==> config.mk <==
export PLATFORM = sky130hd
export DESIGN_NAME = id_ex_forward_stage
export DESIGN_NICKNAME = d
export VERILOG_FILES = /design/src/rtl/id_ex_forward_stage.sv
export SDC_FILE = /design/constraint.sdc
export NUM_CORES = 1
export LEC_CHECK = 0
export CAP_MARGIN = 15
export CORE_AREA = 2 2 136 138
export DETAILED_ROUTE_END_ITERATION = 12
export DIE_AREA = 0 0 138 140
export PLACE_DENSITY = 0.82
export SLEW_MARGIN = 20
export SYNTH_ARGS = -nofsm -noshare
export SYNTH_HDL_FRONTEND = slang
export SYNTH_SLANG_ARGS = --single-unit
==> constraint.sdc <==
create_clock -name clk -period 0.9 [get_ports clk]
set_clock_uncertainty 0.15 [all_clocks]
set_input_delay 0.225 -clock clk [delete_from_list [all_inputs] [get_ports clk]]
set_output_delay 0.225 -clock clk [all_outputs]
set_load 0.03 [all_outputs]
Fig. 1: M2 wires
(3 px per um)
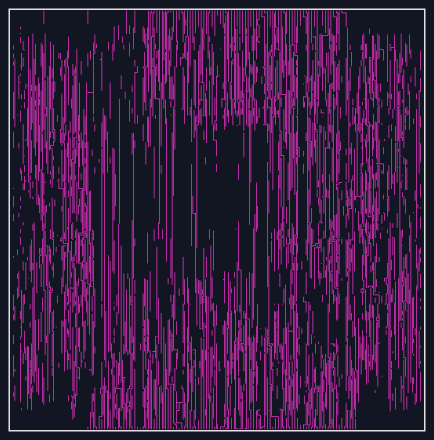
main direction: vertical
longest straight run: 81.6 um
nets with wire on the layer: 1014
wire length on this layer: 14900 um
GR Layer Usage met2: 49.5%
via count: 5985
final wirelength: 28100 um

Fig. 2: the clock network
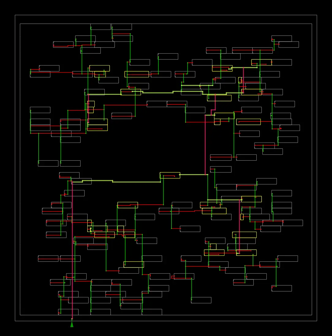
clock sinks: 121
flop count: 121

Fig. 3: placement density heat map
(3 px per um) 14 x 14 tiles, from black (low) to pale yellow (high), 0 to 100% covered.
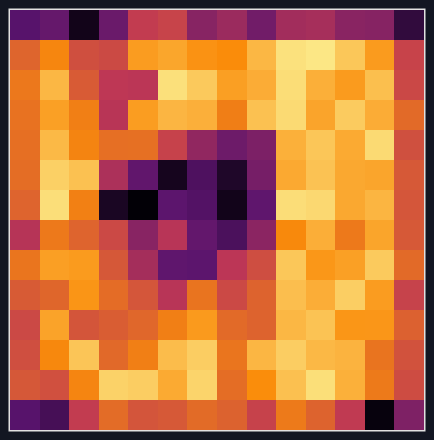
tiles over 75% full: 39%
nearly empty tiles: 0.50%
fullest tile: 95%
mean over tiles: 64%
densest ninth of the die: east
Layout Utilization: 70.7%
Core Region: 17800 um^2
Starting Density: 37.5%

Fig. 4: supply network
(3 px per um) Pins as bars on the die edge.
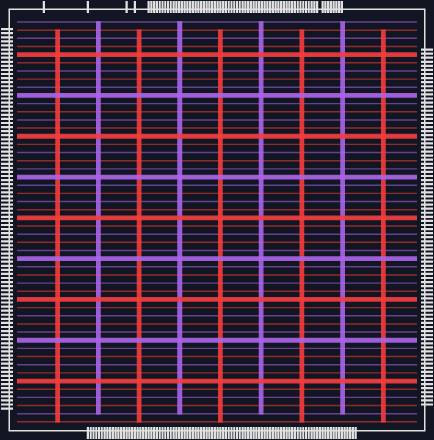
[purple] VDD
[red] VSS
rows: 49
met1 rails: 50
Die Width: 138 um
VDD IR max: 1.33 mV

==> flow_summary.yaml <==
# flow metrics
status:
  violations: "negative setup slack"
  status: "complete, but fails checks"
floorplan:
  ios: 354
  rows: 49
  n_tap_cell: 229
  die-area_um2: 19300
setup_path:
  rrSetupSlack_ns: 0.01
  critical_path.top_delay_family: "flip-flops"
  crit_buf_inv: 1
  max_stage_delay_ns: 0.44
  worst_path_max_delay_cell: "dfrtp_2"
  worstRegToRegCells: 2
  required_ns: 0.52
  critical_path_depth: 1
  worst_setup_path_end_kind: "primary output"
  critPathArrivalTime_ns: 1.01
  worstSetupPathType: "reg -> out"
  crit_fanout: 1
  critPathLaunchType: "register"
  cp_cell_sequence: "buf_12"
power_and_ir_drop:
  p_seq_share_pct: 31.8
  p_sw_uw: 5110
  pg_comb_uw: 4980
  finalPower_uw: 18500
  p_int_uw: 13400
  p_sw_share_pct: 27.6
  clk-power_uw: 7630
  p_leak_uw: 0.00588
  powerDensity_nw_per_um2: 1470
  pwr-share-comb_pct: 26.9
  p_seq_uw: 5890
  top_power_group: "clock"
  clkPwrFrac_pct: 41.3
yosys:
  ys_area_um2: 6660
  synth_flops: 121
  ys_sh_aoi_pct: 17.5
  edf_count: 0
  async_flop_share_pct: 100
  yosysTopAreaCellShare_pct: 45.4
  yosys_warnings: 0
  top_area_cell: "dfrtp_1"
  simple_gate_share_pct: 2.23
  syn_avg_cell_area_um2: 13.6
  synth_cell_types: 14
  netlist_area_um2: 6660
  topCellsByArea: "dfrtp_1, mux2i_1, o22ai_2, buf_4, buf_2"
  ys_sh_mux_pct: 28.8
  ys_cells: 491
  ys_sh_adder_pct: 0
  synthCells: 491
  ys_seq_share_pct: 45.4
  common_cells: "mux2i_1, dfrtp_1, o22ai_2"
  ys_sh_xor_pct: 0
  synth.most_common_cell: "mux2i_1"
  topCombFamilyByArea: "multiplexers"
  flop_cell: "dfrtp_1"
clocking:
  root_buffer: "clkbuf_16"
  clock.latency.late_pin_ns: 0.42
  path_clk_slew_ns: 0.06
  postCtsSetupBuffers: 15
  cts_resized: 183
  cts_tree: "built"
  cts_max_path_buffers: 2
  hold_buffers: 1
  htree_levels: 4
  cts_made_buffers: 17
placement:
  gp_congestion: 0.812
  pre_cts_ws_ns: -0.992
  io_buffers: 337
  dp.cells: 1053
  place.detailed.hpwl_um: 18100
  dpl_cell_area_um2: 10300
global_route:
  track_usage_pct: 27.2
  busiest_layer: "met2"
  grtUsageMet3_pct: 7.35
  grt_pass1_wl_um: 39400
  antenna_found_initial: 0
  grt.met1_usage_pct: 30.7
  grt_pass1_vias: 6412
  grt_max_degree: 41
  overflow: 0
sta:
  layout_setup_ws_ns: -0.484
  final-hold-violation-count: 0
  period_used_pct: 154
  holdWs_ns: 0.0716
  finalCriticalPeriod_ns: 1.38
  rsz0062_at_grt: "yes"
  fmax_ghz: 0.723
  drv_slew: 0
  setup_violations: 204
  tns_ns: -52.99
route:
  drtAntennaViolNets: 0
  vias_per_cell: 5.32
  wl_per_cell_um: 25.0
  met2_length_um: 14900
  wl_met3_um: 1790
  wl_met1_um: 10700
  drc: 0
  highest_layer: "met4"
  dr.pass1.iters: 5
  first_iter_violations: 221
worst_hold_path:
  worstHoldPathCells: 3
  hold_class: "in -> reg"
final_layout:
  num_antenna_cells: 0
  final_cells: 1126
  nonClockBufferCount: 418
  sh_comb_area_pct: 29.0
  logic_gates: 326
  clock_cell_area_share_pct: 5.20
  final_common_cell: "clkdlybuf4s50_1"
  fillCellCount: 1206
  syn_to_final_growth_pct: 88.8
  clockBufferCount: 21
  nonClkBufAreaFrac_pct: 39.4
  logic_area_um2: 3650
  regArea_um2: 3030
  nNetsFinal: 1101
  largestClassByArea: "buffers"
  drive_gt1_share_pct: 42.7
  nonClockInverterCount: 0
  seq_share_pct: 24.1
  final_area_um2: 12600
  lay_top_cells: "clkdlybuf4s50_1, mux2i_1, buf_6, dfrtp_1, o22ai_2"
flow_run:
  warnings: 29
  drv_cap: 0
Power figures rest on the tool's default switching activity, not on a simulated workload.
